--- src/rtl/vga_timing_pkg.sv ---
// Default 640x480@60 timing constants and the coordinate/output types shared
// between the sync generator and the downstream renderer.
package vga_timing_pkg;

  localparam int COORD_W = 10;

  localparam int DEF_CLK_DIV  = 2;
  localparam int DEF_H_VIS    = 640;
  localparam int DEF_H_FP     = 16;
  localparam int DEF_H_SYNC   = 96;
  localparam int DEF_H_BP     = 48;
  localparam int DEF_V_VIS    = 480;
  localparam int DEF_V_FP     = 10;
  localparam int DEF_V_SYNC   = 2;
  localparam int DEF_V_BP     = 33;
  localparam bit DEF_SYNC_POL = 1'b0;

  function automatic int span_total(input int vis, input int fp, input int sync, input int bp);
    return vis + fp + sync + bp;
  endfunction

  localparam int DEF_H_TOTAL = span_total(DEF_H_VIS, DEF_H_FP, DEF_H_SYNC, DEF_H_BP);
  localparam int DEF_V_TOTAL = span_total(DEF_V_VIS, DEF_V_FP, DEF_V_SYNC, DEF_V_BP);

  typedef logic [COORD_W-1:0] coord_t;

  typedef struct packed {
    coord_t x;
    coord_t y;
    logic   hsync;
    logic   vsync;
    logic   video_on;
    logic   pix_tick;
    logic   line_start;
    logic   frame_start;
  } vga_out_t;

endpackage

--- src/rtl/pix_tick_gen.sv ---
// Free-running clock divider: one-clk tick every CLK_DIV system clocks.
module pix_tick_gen #(
  parameter int CLK_DIV = 2
) (
  input  logic clk,
  input  logic rst_n,
  output logic tick
);

  // With CLK_DIV=1 the counter sits at 0, which is also the terminal count.
  localparam int W = (CLK_DIV > 1) ? $clog2(CLK_DIV) : 1;
  typedef logic [W-1:0] div_t;
  localparam div_t LAST = div_t'(CLK_DIV - 1);

  div_t div_cnt;

  always_ff @(posedge clk or negedge rst_n) begin
    if (!rst_n)              div_cnt <= '0;
    else if (div_cnt == LAST) div_cnt <= '0;
    else                     div_cnt <= div_cnt + div_t'(1);
  end

  assign tick = (div_cnt == LAST);

endmodule

--- src/rtl/vga_sync_gen.sv ---
// VGA raster timing: pixel/line counters advanced by the pixel tick, with all
// outputs decoded from the counters and registered together (1 clk lag).
module vga_sync_gen
  import vga_timing_pkg::*;
#(
  parameter int CLK_DIV  = DEF_CLK_DIV,
  parameter int H_VIS    = DEF_H_VIS,
  parameter int H_FP     = DEF_H_FP,
  parameter int H_SYNC   = DEF_H_SYNC,
  parameter int H_BP     = DEF_H_BP,
  parameter int V_VIS    = DEF_V_VIS,
  parameter int V_FP     = DEF_V_FP,
  parameter int V_SYNC   = DEF_V_SYNC,
  parameter int V_BP     = DEF_V_BP,
  parameter bit SYNC_POL = DEF_SYNC_POL
) (
  input  logic               clk,
  input  logic               rst_n,
  output logic [COORD_W-1:0] x,
  output logic [COORD_W-1:0] y,
  output logic               hsync,
  output logic               vsync,
  output logic               video_on,
  output logic               pix_tick,
  output logic               line_start,
  output logic               frame_start
);

  localparam int H_TOTAL = span_total(H_VIS, H_FP, H_SYNC, H_BP);
  localparam int V_TOTAL = span_total(V_VIS, V_FP, V_SYNC, V_BP);

  localparam coord_t H_LAST   = coord_t'(H_TOTAL - 1);
  localparam coord_t V_LAST   = coord_t'(V_TOTAL - 1);
  localparam coord_t H_VIS_C  = coord_t'(H_VIS);
  localparam coord_t V_VIS_C  = coord_t'(V_VIS);
  localparam coord_t HS_BEG   = coord_t'(H_VIS + H_FP);
  localparam coord_t HS_END   = coord_t'(H_VIS + H_FP + H_SYNC);
  localparam coord_t VS_BEG   = coord_t'(V_VIS + V_FP);
  localparam coord_t VS_END   = coord_t'(V_VIS + V_FP + V_SYNC);

  localparam vga_out_t OUT_RST = '{
    x:           '0,
    y:           '0,
    hsync:       ~SYNC_POL,
    vsync:       ~SYNC_POL,
    video_on:    1'b0,
    pix_tick:    1'b0,
    line_start:  1'b0,
    frame_start: 1'b0
  };

  logic     tick_int;
  logic     seen_tick;
  coord_t   h_cnt;
  coord_t   v_cnt;
  vga_out_t out_d;
  vga_out_t out_q;

  pix_tick_gen #(
    .CLK_DIV (CLK_DIV)
  ) u_pix_tick_gen (
    .clk   (clk),
    .rst_n (rst_n),
    .tick  (tick_int)
  );

  // seen_tick suppresses the strobe for the (0,0) position right after reset.
  always_ff @(posedge clk or negedge rst_n) begin
    if (!rst_n) begin
      h_cnt     <= '0;
      v_cnt     <= '0;
      seen_tick <= 1'b0;
    end else if (tick_int) begin
      seen_tick <= 1'b1;
      if (h_cnt == H_LAST) begin
        h_cnt <= '0;
        v_cnt <= (v_cnt == V_LAST) ? '0 : v_cnt + coord_t'(1);
      end else begin
        h_cnt <= h_cnt + coord_t'(1);
      end
    end
  end

  always_comb begin
    out_d             = OUT_RST;
    out_d.x           = h_cnt;
    out_d.y           = v_cnt;
    out_d.video_on    = (h_cnt < H_VIS_C) && (v_cnt < V_VIS_C);
    out_d.hsync       = ((h_cnt >= HS_BEG) && (h_cnt < HS_END)) ? SYNC_POL : ~SYNC_POL;
    out_d.vsync       = ((v_cnt >= VS_BEG) && (v_cnt < VS_END)) ? SYNC_POL : ~SYNC_POL;
    out_d.pix_tick    = tick_int;
    // Fires on the last clk of the x=0 slot, i.e. together with its pix_tick.
    out_d.line_start  = tick_int && seen_tick && (h_cnt == '0);
    out_d.frame_start = out_d.line_start && (v_cnt == '0);
  end

  always_ff @(posedge clk or negedge rst_n) begin
    if (!rst_n) out_q <= OUT_RST;
    else        out_q <= out_d;
  end

  assign x           = out_q.x;
  assign y           = out_q.y;
  assign hsync       = out_q.hsync;
  assign vsync       = out_q.vsync;
  assign video_on    = out_q.video_on;
  assign pix_tick    = out_q.pix_tick;
  assign line_start  = out_q.line_start;
  assign frame_start = out_q.frame_start;

endmodule
--- config.mk ---
export PLATFORM = sky130hd
export DESIGN_NAME = vga_sync_gen
export DESIGN_NICKNAME = d
export VERILOG_FILES = /design/src/rtl/vga_timing_pkg.sv /design/src/rtl/pix_tick_gen.sv /design/src/rtl/vga_sync_gen.sv
export SDC_FILE = /design/constraint.sdc
export NUM_CORES = 1
export LEC_CHECK = 0
export CORE_MARGIN = 1
export CORE_UTILIZATION = 45
export CTS_CLUSTER_DIAMETER = 150
export DETAILED_ROUTE_END_ITERATION = 12
export PLACE_DENSITY = 0.69
export SLEW_MARGIN = 20
export SYNTH_ARGS = -nofsm -noshare
export SYNTH_HDL_FRONTEND = slang
export SYNTH_SLANG_ARGS = --single-unit
--- constraint.sdc ---
create_clock -name clk -period 3.45 [get_ports clk]
set_input_delay 0.345 -clock clk [delete_from_list [all_inputs] [get_ports clk]]
set_output_delay 0.345 -clock clk [all_outputs]
set_load 0.005 [all_outputs]
route_heat.png
13 x 13 tiles, from dark blue (low) to red (high), scaled to the fullest tile. Values are wire area over tile area, all layers added.
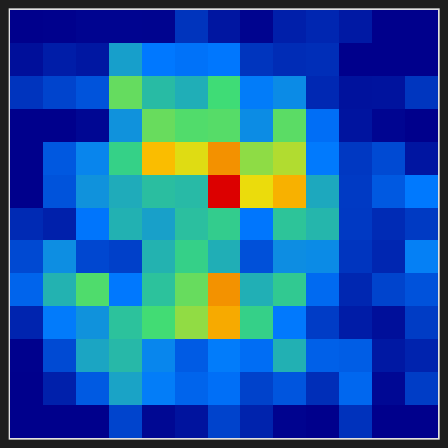
- nearly empty tiles: 17%
- fullest tile: 0.50
- tiles over half the peak: 12%
- emptiest ninth of the die: top right

==> out/qor.yml <==
path_buffers: 0
p_sw_share_pct: 20.8
synth_simple_gate_area_share_pct: 18.5
clk_pin_slew_ns: 0.09
async_reset_ff_share_pct: 100
cap_violations: 0
yosys-stat-cells: 153
p_per_area_nw_per_um2: 406
critPathMaxFanout: 8
avgRoutedWirePerCell_um: 13.8
setup_ws_ns: 1.60
critPathLaunchType: "flip-flop"
core-area_um2: 3800
endpoint: "v_cnt[9]"
ys_area_um2: 1850
grt_pass1_vias: 1223
num_rows: 22
cpPeakStageDelay_ns: 0.50
cp_slowest_cell: "or3_1"
synthMuxAreaShare_pct: 1.08
crit_family: "simple AND/OR/NAND/NOR gates"
postCtsSetupRepairBufs: 0
drtIter0Drc: 87
antenna_found_initial: 0
r2r_start: "h_cnt[0]"
dp_slack_ns: 1.61
place_hpwl_um: 2250
power.leakage_nw: 0.999
grt_max_degree: 49
enable_flop_cells: 0
die_area_um2: 4380
die_w_um: 66.2
grt.overflow.total: 0
hold_path_class: "input pin to asynchronous set/reset pin"
status: "finished, final reports clean"
finalSetupTns_ns: 0
lay_top_count: "dfrtp_1"
floorplan.nets: 159
post-route-drc-count: 0
rsz0062_at_grt: "false"
postLayoutCoreUtil_pct: 59.4
combPwrFrac_pct: 1.1
min_period_ns: 1.85
p_int_w: 0.000725
ys_sh_adder_pct: 2.70
die_h_um: 66.2
cp_num_cells: 5
p_seq_share_pct: 61.4
cp_data_required_time_ns: 3.68
gp_congestion: 0.904
tightest_slew_ns: 0.554
cts_tree: "yes"
lay_top_cells: "dfrtp_1 (46), clkdlybuf4s50_1 (26), nand2_1 (15)"
track_usage_pct: 17.7
crit_path_start: "h_cnt[0]"
numCtsBuffers: 5
ys_dominant_reg_cell: "dfrtp_1"
synth_area_um2: 1850
clk_latency_ns: 0.30
wirelength_um: 3190
grt_pass1_wl_um: 5620
synth-seq-area-share_pct: 65.0
peakVddDrop_mv: 0.184
ant_nets: 0
total_power_w: 0.000915
antenna_cells: 0
p_switching_w: 0.000190
ys_top_logic_family: "simple AND/OR/NAND/NOR gates"
cts_num_sinks: 48
htree_levels: 2
avgViaCountPerCell: 5.35
post-route-period-util_pct: 53.5
synthAoiAreaFrac_pct: 6.35
hold_buffers: 0
path_cells: "ha_1 -> nand4_4 -> or3_1 -> o31a_1 -> a31oi_1"
slew_violations: 0
synth_xor_xnor_area_share_pct: 3.78
clock_wires.png
The bar under the picture is 20 um long.
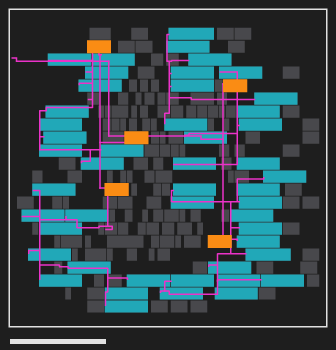
- clock-net drivers: orange (count 5)
- clock wires: magenta (length 470 um)
- flip-flops: cyan (count 48)
- flops lie: spread over the die

[cell usage after synthesis, types with 2 or more instances]
cell / n / area share (%)
nand4_1: 5 / 1.7
nand2_1: 15 / 3.0
clkbuf_1: 2 / 0.41
ha_1: 4 / 2.7
nand3_1: 7 / 1.9
dfrtp_1: 46 / 62
nor2_1: 8 / 1.6
inv_1: 7 / 1.4
o31ai_1: 3 / 1.2
nor3_1: 2 / 0.54
mux2i_1: 2 / 1.1
buf_2: 2 / 0.54
dfstp_2: 2 / 2.8
xnor2_1: 4 / 1.9
a21oi_1: 2 / 0.54
xor2_1: 4 / 1.9
o21ai_0: 8 / 2.2
and3_1: 8 / 2.7
[per-layer routing]
layer	track usage, %	vias to the layer above	share of wire (%)
li1	-	587	-
met1	24.4	605	47
met2	25.8	36	46
met3	4.14	8	4.8
met4	9.84	0	2.4
met5	0	-	0
[area by class of cell]
type	count	area [um^2]
clock buffers	6	82.6
clock inverters	2	15.0
fillers	315	1540
inverters	7	26.3
multi-input cells	93	601
flip-flops and latches	48	1200
well taps	48	60.1
repair buffers	27	268
[per-stage QoR]
stage	hold WS, ns	std cells	area (um^2)
floorplan	0.0494	153	1850
CTS	0.231	231	2250
detailed placement	0.419	223	2160
global placement	0.399	223	2160
global route	0.0688	231	2260
finish	0.0309	231	2260
[worst reg2reg max path, stage by stage, from the launching register on]
cell     delay (ns)
dfrtp_1        0.41
ha_1           0.24
nand4_4        0.17
or3_1          0.50
o31a_1         0.32
a31oi_1        0.14
[power by group through the flow]
stage               registers (W)  clock network, W        logic, W
finish                   0.000562          0.000342       0.0000104
CTS                      0.000562          0.000354       0.0000110
floorplan                0.000573                 0  0.000000000239
global placement         0.000573                 0       0.0000108
global route             0.000562          0.000384       0.0000128
detailed placement       0.000573                 0       0.0000111
